Figure 1. I/O pins on the die edge (run 1).
(6 px per um) Pins as bars across the die edge, other pins in grey.
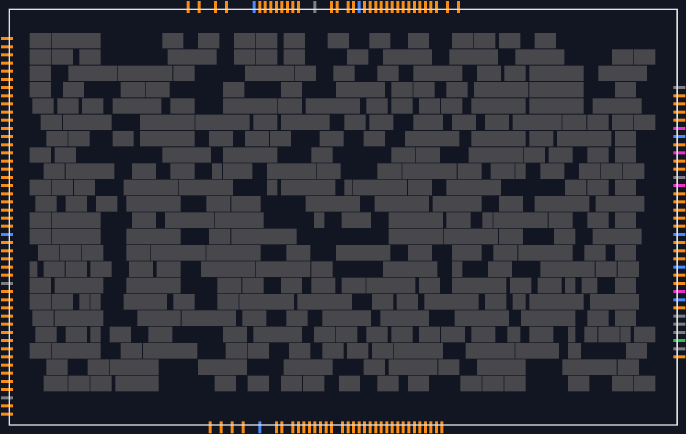
Figure 2. A small window of the routed layout (run 1).
Window x 36 to 76, y 15 to 55 um. Cells in grey, sequential cells in the stronger grey; small squares are vias.
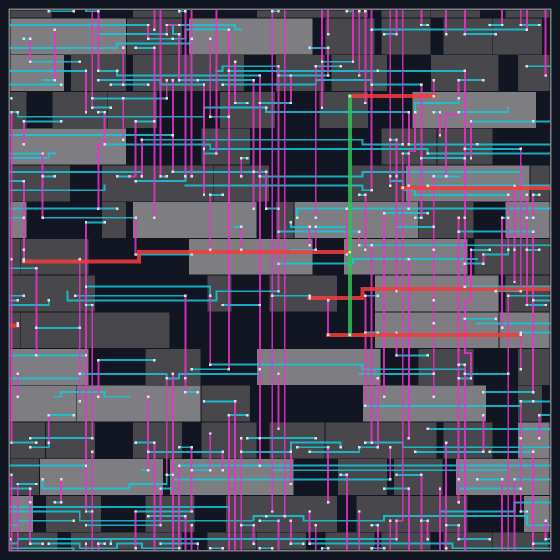
Figure 3. Placement view (run 1).
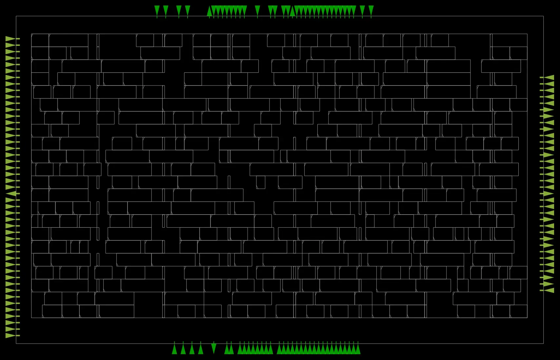
### src/rtl/mux_tree_pipe.sv
// ---------------------------------------------------------------------------
// mux_tree_pipe
//
// Pipelined N:1 multiplexer tree (N = 2**SEL_W). Each pair of select bits,
// LSB pair first, drives one bank of radix-4 muxes that ends in a register
// stage. Every stage carries its narrowed candidate vector, the original
// select (echoed on out_sel) and a valid bit. A valid/ready handshake runs at
// both ends. Empty stages refill even while the output is stalled, so no
// transfer is lost or duplicated under back-pressure.
//
// Ports
//   clk        rising-edge clock
//   rst_n      asynchronous active-low reset
//   in_data    N flattened lanes, lane i = in_data[i*DATA_W +: DATA_W]
//   in_sel     lane index for this transfer
//   in_valid   in_data / in_sel valid
//   in_ready   block accepts a transfer this cycle
//   out_data   selected lane
//   out_sel    in_sel value that produced out_data
//   out_valid  out_data / out_sel valid
//   out_ready  downstream accepts this cycle
//
// SEL_W must be even and at least 2; DATA_W must be at least 1.
// ---------------------------------------------------------------------------
module mux_tree_pipe #(
   parameter int DATA_W = 8,
   parameter int SEL_W  = 4
) (
   input  logic                         clk,
   input  logic                         rst_n,
   input  logic [(1<<SEL_W)*DATA_W-1:0] in_data,
   input  logic [SEL_W-1:0]             in_sel,
   input  logic                         in_valid,
   output logic                         in_ready,
   output logic [DATA_W-1:0]            out_data,
   output logic [SEL_W-1:0]             out_sel,
   output logic                         out_valid,
   input  logic                         out_ready
);

   localparam int N      = 1 << SEL_W;
   localparam int LEVELS = SEL_W / 2;

   // Bit offset of level k's candidate register inside w_cand_flat.
   function automatic int lvl_off(input int k);
      int s = 0;
      for (int m = 0; m < k; m++) begin
         s += (N >> (2*m + 2)) * DATA_W;
      end
      return s;
   endfunction

   localparam int TOT_W = lvl_off(LEVELS);

   // Register outputs of every level, gathered so the next level can reach
   // them with constant slices.
   wire [TOT_W-1:0]        w_cand_flat;
   wire [LEVELS*SEL_W-1:0] w_sel_flat;
   wire [LEVELS-1:0]       w_v;
   wire [LEVELS-1:0]       w_load;

   genvar gi;
   genvar gj;

   generate
      for (gi = 0; gi < LEVELS; gi++) begin : g_lvl
         localparam int W_IN  = (N >> (2*gi)) * DATA_W;
         localparam int M_OUT = N >> (2*gi + 2);

         logic [W_IN-1:0]         w_cand_in;
         logic [SEL_W-1:0]        w_sel_in;
         logic                    w_up_v;
         logic [1:0]              w_s;
         wire  [M_OUT*DATA_W-1:0] w_mux;

         logic [M_OUT*DATA_W-1:0] r_cand;
         logic [SEL_W-1:0]        r_sel;
         logic                    r_v;

         if (gi == 0) begin : g_first
            assign w_cand_in = in_data;
            assign w_sel_in  = in_sel;
            // Loading stage 0 is exactly in_ready, so in_valid alone decides
            // whether the load carries a transfer.
            assign w_up_v    = in_valid;
         end else begin : g_next
            assign w_cand_in = w_cand_flat[lvl_off(gi-1) +: W_IN];
            assign w_sel_in  = w_sel_flat[(gi-1)*SEL_W +: SEL_W];
            assign w_up_v    = w_v[gi-1];
         end

         assign w_s = w_sel_in[2*gi +: 2];

         // Radix-4 bank: mux gj picks among candidates 4*gj .. 4*gj+3.
         for (gj = 0; gj < M_OUT; gj++) begin : g_mux
            logic [4*DATA_W-1:0] w_grp;
            logic [DATA_W-1:0]   w_pick;

            assign w_grp = w_cand_in[gj*4*DATA_W +: 4*DATA_W];

            always_comb begin
               w_pick = w_grp[0 +: DATA_W];
               case (w_s)
                  2'd1:    w_pick = w_grp[DATA_W   +: DATA_W];
                  2'd2:    w_pick = w_grp[2*DATA_W +: DATA_W];
                  2'd3:    w_pick = w_grp[3*DATA_W +: DATA_W];
                  default: w_pick = w_grp[0 +: DATA_W];
               endcase
            end

            assign w_mux[gj*DATA_W +: DATA_W] = w_pick;
         end

         // The recursive chain load[k] = !v[k] || load[k+1] (last: out_ready)
         // is flattened to an OR over this stage and every later one, which
         // keeps the ready path free of combinational feedback between bits.
         assign w_load[gi] = out_ready | ~(&w_v[LEVELS-1:gi]);

         always_ff @(posedge clk or negedge rst_n) begin
            if (!rst_n) begin
               r_v    <= 1'b0;
               r_cand <= '0;
               r_sel  <= '0;
            end else if (w_load[gi]) begin
               r_v <= w_up_v;
               // A bubble only clears valid; payload holds its old value.
               if (w_up_v) begin
                  r_cand <= w_mux;
                  r_sel  <= w_sel_in;
               end
            end
         end

         assign w_v[gi]                                 = r_v;
         assign w_cand_flat[lvl_off(gi) +: M_OUT*DATA_W] = r_cand;
         assign w_sel_flat[gi*SEL_W +: SEL_W]            = r_sel;
      end
   endgenerate

   // The last level narrows to a single lane at the top of w_cand_flat.
   assign out_data  = w_cand_flat[TOT_W-1 -: DATA_W];
   assign out_sel   = w_sel_flat[LEVELS*SEL_W-1 -: SEL_W];
   assign out_valid = w_v[LEVELS-1];
   assign in_ready  = w_load[0];

endmodule

### config.mk
export PLATFORM = sky130hd
export DESIGN_NAME = mux_tree_pipe
export DESIGN_NICKNAME = d
export VERILOG_FILES = /design/src/rtl/mux_tree_pipe.sv
export SDC_FILE = /design/constraint.sdc
export NUM_CORES = 1
export LEC_CHECK = 0
export CAP_MARGIN = 15
export CORE_ASPECT_RATIO = 0.6
export CORE_MARGIN = 3
export CORE_UTILIZATION = 43
export CTS_CLUSTER_DIAMETER = 150
export DETAILED_ROUTE_END_ITERATION = 12
export GPL_TIMING_DRIVEN = 0
export PLACE_DENSITY = 0.87
export SLEW_MARGIN = 20
export SYNTH_ARGS = -nofsm -noshare
export SYNTH_HDL_FRONTEND = slang
export SYNTH_SLANG_ARGS = --single-unit
### constraint.sdc
create_clock -name clk -period 3.4 [get_ports clk]
set_input_delay 0.68 -clock clk [delete_from_list [all_inputs] [get_ports clk]]
set_output_delay 0.68 -clock clk [all_outputs]
set_load 0.01 [all_outputs]
==> flow_summary.yaml, run 1 <==
# synthesis and place-and-route metrics
logic_synthesis:
  ys_sh_aoi_pct: 0
  post-synth-top-count-cell: "dfrtp_1"
  adder_share_pct: 0
  synth_area_per_cell_um2: 18.0
  synth-cells-yosys: 158
  synth.logic.top_family: "multiplexers"
  ys_seq_share_pct: 43.9
  synth_cells: 158
  edf_count: 0
  ys_ff: 50
final_layout:
  comb_area_um2: 1480
  layout.nonclk_buf_share_pct: 35.3
  buffers: 162
  layout_top_cells: "clkdlybuf4s50_1, dfrtp_1, mux2_2"
  clk_share_pct: 2.39
  fin_cells: 398
  drive_above_1_share_pct: 34.4
  seq_share_pct: 27.5
  n_antenna_cell: 0
  largest_reg_flops: 32
  dominant_cells: "non-clock buffers"
  comb_share_pct: 32.5
floorplanning:
  taps: 84
  die_w_um: 111
  die_area_um2: 7670
  die_h_um: 69.0
  fp_util_pct: 45.6
  core_area_um2: 6250
clocking:
  cts_made_buffers: 5
  clockRootBuffer: "clkbuf_8"
  clock_path_buffers: 2
  cts_tree: "yes"
  htree_levels: 2
  clock-sinks: 50
route:
  met1_length_um: 3390
  vias: 2135
  wirelength_um: 8140
  wire_per_inst_um: 20.4
  drt_first_pass_iters: 4
  route.met2.wl_um: 4160
  dr.max_layer_used: "met4"
placement:
  place_hpwl_um: 6520
  portBuffers: 147
  globalplace.congestion: 0.731
  place_inst: 390
  post-place-ws_ns: 0.824
  placed_cell_area_um2: 4440
worst_setup_path:
  cp_common_cell: "clkdlybuf4s50_1"
  crit_buf_inv: 2
  arrival_ns: 1.91
  reg2reg_slack_ns: 1.73
  critPathKind: "in -> out"
  cp_max_fo: 3
  endpoint: "in_ready"
  cp_cell_sequence: "clkdlybuf4s50_1 -> nand3b_1 -> clkdlybuf4s50_1"
  crit_cells: 3
  reg2reg_from: "out_valid"
  cp-start-kind: "input pin"
timing:
  holdWs_ns: 0.304
  hold_viol: 0
  slew-limit-headroom_pct: 56.8
  finalWorstSetupSlack_ns: 0.812
  fmax_mhz: 386
  rsz0062_at_grt: "false"
pwr:
  power-per-cell-area_nw_per_um2: 415
  powerComb_uw: 675
  pg_seq_uw: 806
  combPwrFrac_pct: 35.8
  p_leak_uw: 0.00176
  power_clock_uw: 407
  clkPwrFrac_pct: 21.6
  switching_power_uw: 474
run:
  cap_viol_max_count: 0
  warnings: 26
global_route:
  grt_overflow: 0
  grt_util_all_layers_pct: 22.2
  grtUsageMet3_pct: 6.14
  grt_pass1_wl_um: 12900
  antenna_found_initial: 0
outcome:
  outcome: "finished clean"
min_path:
  hp-class: "in -> async"
## Picture notes: Figure 1
Blue stands for out_data, pins 8, direction output, edge 4 right, 2 top, 1 left, 1 bottom. Magenta stands for out_sel, pins 4, direction output, edge right. Green stands for out_valid, pins 1, direction output, edge right. Orange stands for in_data, pins 128, direction input, edge 44 left, 33 bottom, 32 top, 19 right.
All pins by edge: 47 left, 35 top, 34 right, 34 bottom.

## Picture notes: Figure 2
Green stands for met4. Cyan stands for met1. Red stands for met3. Magenta stands for met2.
Sequential cells in the window: 19. Netlist names of flops here include g_lvl.r_cand (13), out_data (3), g_lvl.r_sel (2). 69 logic cells have their middle in the window. Most frequent: dfrtp_1 (19), mux2_2 (17), clkdlybuf4s50_1 (16).

## Picture notes: Figure 3
num sequential: 50
Finished Core Util: 72.8%

--- run 2 (diff from run 1) ---
--- a/config.mk
+++ b/config.mk
@@ -8,11 +8,11 @@
 export CAP_MARGIN = 15
 export CORE_ASPECT_RATIO = 0.6
 export CORE_MARGIN = 3
-export CORE_UTILIZATION = 43
+export CORE_UTILIZATION = 40
 export CTS_CLUSTER_DIAMETER = 150
 export DETAILED_ROUTE_END_ITERATION = 12
 export GPL_TIMING_DRIVEN = 0
-export PLACE_DENSITY = 0.87
+export PLACE_DENSITY = 0.81
 export SLEW_MARGIN = 20
 export SYNTH_ARGS = -nofsm -noshare
 export SYNTH_HDL_FRONTEND = slang
==> constraint.sdc (replaced) <==
create_clock -name clk -period 2.6 [get_ports clk]
set_input_delay 0.52 -clock clk [delete_from_list [all_inputs] [get_ports clk]]
set_output_delay 0.52 -clock clk [all_outputs]
set_load 0.01 [all_outputs]
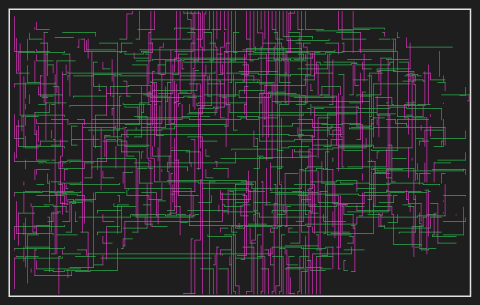
Figure 4: run 2, metal layers overlaid.
(4 px per um) Only two layers are drawn.
Green stands for met1, wire length 3370 um. Magenta stands for met2, wire length 4000 um.

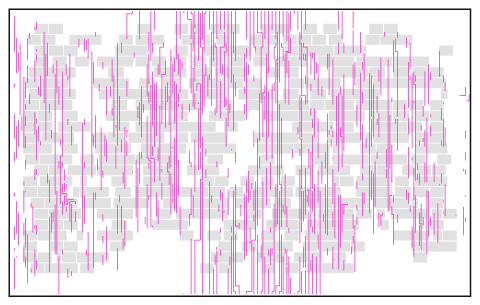
Figure 5: run 2, M2 wires.
(4 px per um) Cells faint in the background.
423 nets have wire on it. The longest straight run is 40.5 um.

==> flow_summary.yaml, run 2 <==
# synthesis and place-and-route metrics
outcome:
  outcome: "finished clean"
worst_setup_path:
  endpoint: "in_ready"
  cp_common_cell: "clkdlybuf4s50_1"
  cp-start-kind: "input pin"
  crit_cells: 3
  cp_cell_sequence: "clkdlybuf4s50_1 -> nand3b_1 -> clkdlybuf4s50_1"
  arrival_ns: 1.72
  critPathKind: "in -> out"
  reg2reg_from: "g_lvl[0].r_sel[3]"
  reg2reg_slack_ns: 0.94
placement:
  place_inst: 393
  place_hpwl_um: 6370
  post-place-ws_ns: 0.324
  globalplace.congestion: 0.739
clocking:
  clockRootBuffer: "clkbuf_16"
  clock-sinks: 50
  clock_path_buffers: 2
  cts_tree: "yes"
  htree_levels: 2
logic_synthesis:
  synth.logic.top_family: "multiplexers"
  synth_cells: 158
  post-synth-top-count-cell: "dfrtp_1"
  edf_count: 0
  ys_sh_aoi_pct: 0
  ys_ff: 50
  ys_seq_share_pct: 43.9
pwr:
  power_clock_uw: 726
  clkPwrFrac_pct: 27.3
  power-per-cell-area_nw_per_um2: 577
  pg_seq_uw: 1050
  combPwrFrac_pct: 33.3
  powerComb_uw: 885
route:
  route.met2.wl_um: 4000
  drt_first_pass_iters: 5
  wire_per_inst_um: 20.0
  vias: 2144
  dr.max_layer_used: "met4"
final_layout:
  comb_area_um2: 1480
  layout_top_cells: "clkdlybuf4s50_1, dfrtp_1, mux2_2"
  final_util_pct: 67.9
  dominant_cells: "non-clock buffers"
  largest_reg_flops: 32
  flop-count: 50
  buffers: 162
  comb_share_pct: 32.1
  fin_cells: 401
timing:
  finalWorstSetupSlack_ns: 0.357
  rsz0062_at_grt: "false"
  fmax_mhz: 446
  slew-limit-headroom_pct: 54.8
floorplanning:
  die_w_um: 115
  fp_util_pct: 41.9
  core_area_um2: 6790
  die_h_um: 71.4
  taps: 87
run:
  cap_viol_max_count: 0
  warnings: 26
min_path:
  hp-class: "in -> async"
global_route:
  antenna_found_initial: 0
Power figures rest on the tool's default switching activity, not on a simulated workload.
